### src/rtl/data_mem_hs.sv
// Request/response data memory for RV32I loads/stores; response WAIT_STATES+1 cycles after acceptance.
// One access in flight: req_ready only in IDLE, response held until resp_ready.
module data_mem_hs #(
  parameter int                    MEM_SIZE    = 64,
  parameter int                    ADDR_WIDTH  = 32,
  parameter logic [ADDR_WIDTH-1:0] BASE_ADDR   = '0,
  parameter int                    WAIT_STATES = 0
) (
  input  logic                  clk,
  input  logic                  reset,
  input  logic                  req_valid,
  output logic                  req_ready,
  input  logic                  req_we,
  input  logic [2:0]            req_funct3,
  input  logic [ADDR_WIDTH-1:0] req_addr,
  input  logic [31:0]           req_wdata,
  output logic                  resp_valid,
  input  logic                  resp_ready,
  output logic [31:0]           resp_rdata,
  output logic                  resp_err,
  output logic                  busy
);

  localparam int                    IDX_W     = $clog2(MEM_SIZE);
  localparam logic [ADDR_WIDTH-1:0] MEM_BYTES = ADDR_WIDTH'(MEM_SIZE * 4);
  localparam logic [3:0]            CNT_INIT  = 4'((WAIT_STATES > 0) ? WAIT_STATES - 1 : 0);
  localparam bit                    NO_WAIT   = (WAIT_STATES == 0);

  typedef enum logic [1:0] {IDLE, WAIT, RESP} state_t;

  state_t                r_state;
  logic [3:0]            r_cnt;
  logic                  r_we;
  logic [2:0]            r_funct3;
  logic [ADDR_WIDTH-1:0] r_addr;
  logic [31:0]           r_wdata;
  logic [31:0]           r_mem [MEM_SIZE];
  logic                  r_req_ready;
  logic                  r_resp_valid;
  logic                  r_resp_err;
  logic                  r_busy;
  logic [31:0]           r_resp_rdata;

  logic                  w_idle;
  logic                  w_accept;
  logic                  w_commit;
  logic                  w_we;
  logic [2:0]            w_funct3;
  logic [ADDR_WIDTH-1:0] w_addr;
  logic [31:0]           w_wdata;
  logic [ADDR_WIDTH-1:0] w_off;
  logic [IDX_W-1:0]      w_idx;
  logic [31:0]           w_word;
  logic [7:0]            w_byte;
  logic [15:0]           w_half;
  logic                  w_err;
  logic [31:0]           w_rdata;
  logic [3:0]            w_be;
  logic [31:0]           w_wd;

  assign w_idle   = (r_state == IDLE);
  assign w_accept = req_valid && r_req_ready;
  assign w_commit = (NO_WAIT && w_idle && w_accept) || (r_state == WAIT && r_cnt == 4'd0);

  // With no wait states the commit edge is the acceptance edge, so decode straight from the inputs.
  assign w_we     = w_idle ? req_we     : r_we;
  assign w_funct3 = w_idle ? req_funct3 : r_funct3;
  assign w_addr   = w_idle ? req_addr   : r_addr;
  assign w_wdata  = w_idle ? req_wdata  : r_wdata;

  assign w_off  = w_addr - BASE_ADDR;
  assign w_idx  = w_off[IDX_W+1:2];
  assign w_word = r_mem[w_idx];

  always_comb begin
    w_err   = (w_off >= MEM_BYTES);
    w_rdata = '0;
    w_be    = '0;
    w_wd    = '0;
    w_byte  = '0;
    w_half  = w_addr[1] ? w_word[31:16] : w_word[15:0];
    case (w_addr[1:0])
      2'd0:    w_byte = w_word[7:0];
      2'd1:    w_byte = w_word[15:8];
      2'd2:    w_byte = w_word[23:16];
      default: w_byte = w_word[31:24];
    endcase
    case (w_funct3[1:0])
      2'b01:   if (w_addr[0]) w_err = 1'b1;
      2'b10:   if (w_addr[1:0] != 2'b00) w_err = 1'b1;
      2'b11:   w_err = 1'b1;
      default: ;
    endcase
    if (w_we && w_funct3[2]) w_err = 1'b1;
    if (!w_we && w_funct3 == 3'b110) w_err = 1'b1;
    if (!w_err) begin
      if (w_we) begin
        case (w_funct3[1:0])
          2'b00:   begin w_be = 4'b0001 << w_addr[1:0];      w_wd = {4{w_wdata[7:0]}};  end
          2'b01:   begin w_be = 4'b0011 << {w_addr[1], 1'b0}; w_wd = {2{w_wdata[15:0]}}; end
          default: begin w_be = 4'b1111;                      w_wd = w_wdata;            end
        endcase
      end else begin
        case (w_funct3)
          3'b000:  w_rdata = {{24{w_byte[7]}}, w_byte};
          3'b001:  w_rdata = {{16{w_half[15]}}, w_half};
          3'b010:  w_rdata = w_word;
          3'b100:  w_rdata = {24'd0, w_byte};
          3'b101:  w_rdata = {16'd0, w_half};
          default: w_rdata = '0;
        endcase
      end
    end
  end

  always_ff @(posedge clk) begin
    if (reset) begin
      r_state      <= IDLE;
      r_cnt        <= '0;
      r_req_ready  <= 1'b1;
      r_resp_valid <= 1'b0;
      r_resp_rdata <= '0;
      r_resp_err   <= 1'b0;
      r_busy       <= 1'b0;
    end else begin
      case (r_state)
        IDLE: if (w_accept) begin
          r_we        <= req_we;
          r_funct3    <= req_funct3;
          r_addr      <= req_addr;
          r_wdata     <= req_wdata;
          r_req_ready <= 1'b0;
          r_busy      <= 1'b1;
          if (NO_WAIT) begin
            r_state      <= RESP;
            r_resp_valid <= 1'b1;
            r_resp_rdata <= w_rdata;
            r_resp_err   <= w_err;
          end else begin
            r_state <= WAIT;
            r_cnt   <= CNT_INIT;
          end
        end
        WAIT: if (r_cnt == 4'd0) begin
          r_state      <= RESP;
          r_resp_valid <= 1'b1;
          r_resp_rdata <= w_rdata;
          r_resp_err   <= w_err;
        end else begin
          r_cnt <= r_cnt - 4'd1;
        end
        default: if (resp_ready) begin
          r_state      <= IDLE;
          r_resp_valid <= 1'b0;
          r_req_ready  <= 1'b1;
          r_busy       <= 1'b0;
        end
      endcase
    end
  end

  // Reset wins over a same-edge commit so a dropped store never lands.
  always_ff @(posedge clk) begin
    if (!reset && w_commit && w_we && !w_err) begin
      for (int i = 0; i < 4; i++) begin
        if (w_be[i]) r_mem[w_idx][8*i +: 8] <= w_wd[8*i +: 8];
      end
    end
  end

  assign req_ready  = r_req_ready;
  assign resp_valid = r_resp_valid;
  assign resp_rdata = r_resp_rdata;
  assign resp_err   = r_resp_err;
  assign busy       = r_busy;

endmodule
### config.mk
export PLATFORM = sky130hd
export DESIGN_NAME = data_mem_hs
export DESIGN_NICKNAME = d
export VERILOG_FILES = /design/src/rtl/data_mem_hs.sv
export SDC_FILE = /design/constraint.sdc
export NUM_CORES = 2
export LEC_CHECK = 0
export ABC_CLOCK_PERIOD_IN_PS = 10600
export CAP_MARGIN = 10
export CORE_ASPECT_RATIO = 1.4
export CORE_MARGIN = 3
export CORE_UTILIZATION = 50
export DETAILED_ROUTE_END_ITERATION = 12
export GPL_ROUTABILITY_DRIVEN = 0
export PLACE_DENSITY = 0.66
export SLEW_MARGIN = 20
export SYNTH_ARGS = -nofsm -noshare
export SYNTH_HDL_FRONTEND = slang
export SYNTH_SLANG_ARGS = --single-unit
### constraint.sdc
create_clock -name clk -period 10.6 [get_ports clk]
set_clock_uncertainty 0.15 [all_clocks]
set_input_delay 1.06 -clock clk [delete_from_list [all_inputs] [get_ports clk]]
set_output_delay 1.06 -clock clk [all_outputs]
set_load 0.02 [all_outputs]
Fig. 1: power grid
The bar under the picture is 100 microns long. Pins as bars on the die edge. Tap cells in grey.
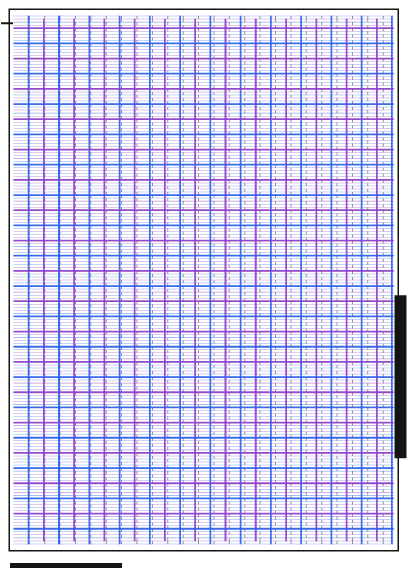
- VSS: blue
- VDD: purple
- met4 straps: 25
- met1 rails: 175
- rows: 174
- tap cells: 2112

==> deck_impl_summary.md <==
Key Metrics from the Run

Worst setup path
  • Critical path arrival: 7.42 ns
  • R2R Setup Slk: 3.47 ns
  • CP bufs+invs: 3
  • Critical path type: flop to flop
  • CP endpoint kind: flop
  • Critical path's top delay family: simple AND/OR/NAND/NOR gates

Floorplan
  • Total core area: 161300 sq um

Synthesis
  • Synthesized registers: 2151
  • Chip Area, Yosys: 81650 sq um
  • Synth warn: 0
  • Synth Instances: 5083
  • Cells in synth_stat.txt: 5083
  • Synth Seq Share: 78.68%
  • Distinct cells, synth: 89
  • Async SR Flop Fraction: 0%

Finish
  • Layout fillers: 12204

Run status
  • Failing checks: DRC
  • Status: finished with violations

Clock tree
  • Setup Fix Bufs, Post-CTS: 0
  • Hold-fix buffers, CTS: 0
  • CTS H-tree depth: 4
  • Root buf cell: clkbuf_16

Job
  • OpenROAD warnings: 42

Place
  • Dpl hpwl: 145.2 mm

Route
  • Post-route DRC: 2
  • DR iter-0 viols: 7696

STA
  • Max Freq: 140.3 MHz

Power and ir drop
  • Max rail drop VDD: 189.1 uV
Fig. 2: routing congestion map
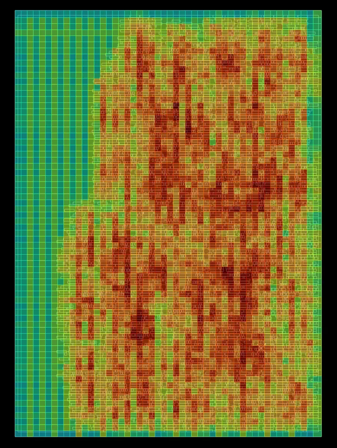
Global Route Usage Sum: 28.88%
global routing usage on met3: 5.771%
Top Usage Layer GRT: met2

## registers in the layout, summed over array words and instances (netlist names)
name / count
r_addr: 32
req_ready: 1
r_state: 1
resp_err: 1
resp_rdata: 32
r_wdata: 32
r_mem: 2048
r_funct3: 3
r_we: 1
## layer usage
metal / share of wire [%] / GRT usage (%) / wire [microns]
met1: 36 / 37.70 / 88860
met2: 47 / 46.26 / 118000
met3: 11 / 5.771 / 27010
met4: 6.0 / 14.80 / 14960
met5: 0.0036 / 0 / 9
## layout make-up
type,count,share of cell area (%)
Timing Repair Buffer,223,2.278
Sequential cell,2151,70.37
Tap cell,2112,2.894
Antenna cell,6,0.01645
Clock inverter,123,1.525
Clock buffer,222,5.350
Multi-Input combinational cell,2536,17.53
Inverter,10,0.04111
## worst max path at each step
stage                                  startpoint                 endpoint  slack, ns  cells after the start
after floorplan           r_state[1]$_SDFFE_PP0P_   r_mem[0][27]$_DFFE_PP_       3.61                     15
after global placement              req_funct3[1]   r_mem[49][3]$_DFFE_PP_       3.39                     14
after detailed placement            req_funct3[1]   r_mem[45][6]$_DFFE_PP_       3.24                     14
after CTS                 r_state[1]$_SDFFE_PP0P_   r_mem[54][0]$_DFFE_PP_       3.63                     14
after global routing      r_state[1]$_SDFFE_PP0P_  r_mem[29][29]$_DFFE_PP_       3.09                     14
final                     r_state[1]$_SDFFE_PP0P_   r_mem[45][2]$_DFFE_PP_       3.47                     14
## power by group through the flow
stage               combinational, mW  sequential (mW)  clock (mW)
floorplan                       0.620             9.56           0
global placement                 1.17             9.55           0
detailed placement               1.17             9.56           0
CTS                              1.17             9.37        7.08
global route                     1.24             9.37        7.44
finish                           1.21             9.37        7.05
## synth_stat cells (17+ instances only)
cell      instances  area share, %
a32o_1           28           0.34
edfxtp_1       2116             78
nor4_1          150            1.1
mux2i_1          93            1.1
o22ai_1         773            5.9
buf_2           154           0.94
buf_1            27           0.12
nor3_1          326            2.0
a221oi_1         17           0.18
a21oi_1          45           0.28
a31oi_1          28           0.21
dfxtp_1          35           0.86
a311oi_1         19           0.20
buf_4            59           0.54
nor2_1           90           0.41
nand3_1          46           0.28
a32oi_1          17           0.18
clkbuf_1        115           0.53
nand2_1         458            2.1
mux2_2           19           0.26
o41ai_1          28           0.30
o21ai_0          35           0.21
buf_6            28           0.39
o221ai_1         25           0.27
and3_1          107           0.82
## worst reg2reg max path, stage by stage (launching register included)
cell and delay [ns]:
dfxtp_4 0.69, inv_1 0.38, nand2_1 0.30, and2_2 0.20, clkinv_1 0.46, ha_1 0.49, inv_1 0.06, o21ai_0 0.08
a21oi_1 0.20, o22ai_1 0.12, nor2_1 0.26, nand2_4 0.54, nor3_4 0.79, nand2_4 0.73, nor3_1 1.29
## metrics by stage
stage               utilization [%]  instances  power [mW]
floorplan                         -       5083       10.18
CTS                           56.46       7377       17.63
global placement              52.57       7032       10.72
detailed placement            52.57       7032       10.73
global route                  56.59       7378       18.04
finish                        56.59       7383       17.62
## logic make-up after synthesis
family | Yosys count
flip-flops | 2151
adder cells (fa/ha/maj) | 5
AND-OR/OR-AND | 1135
buffers and inverters | 396
multiplexers | 116
AND/OR/NAND/NOR | 1280
No activity file was given, so power comes from the tool's default toggle rates.
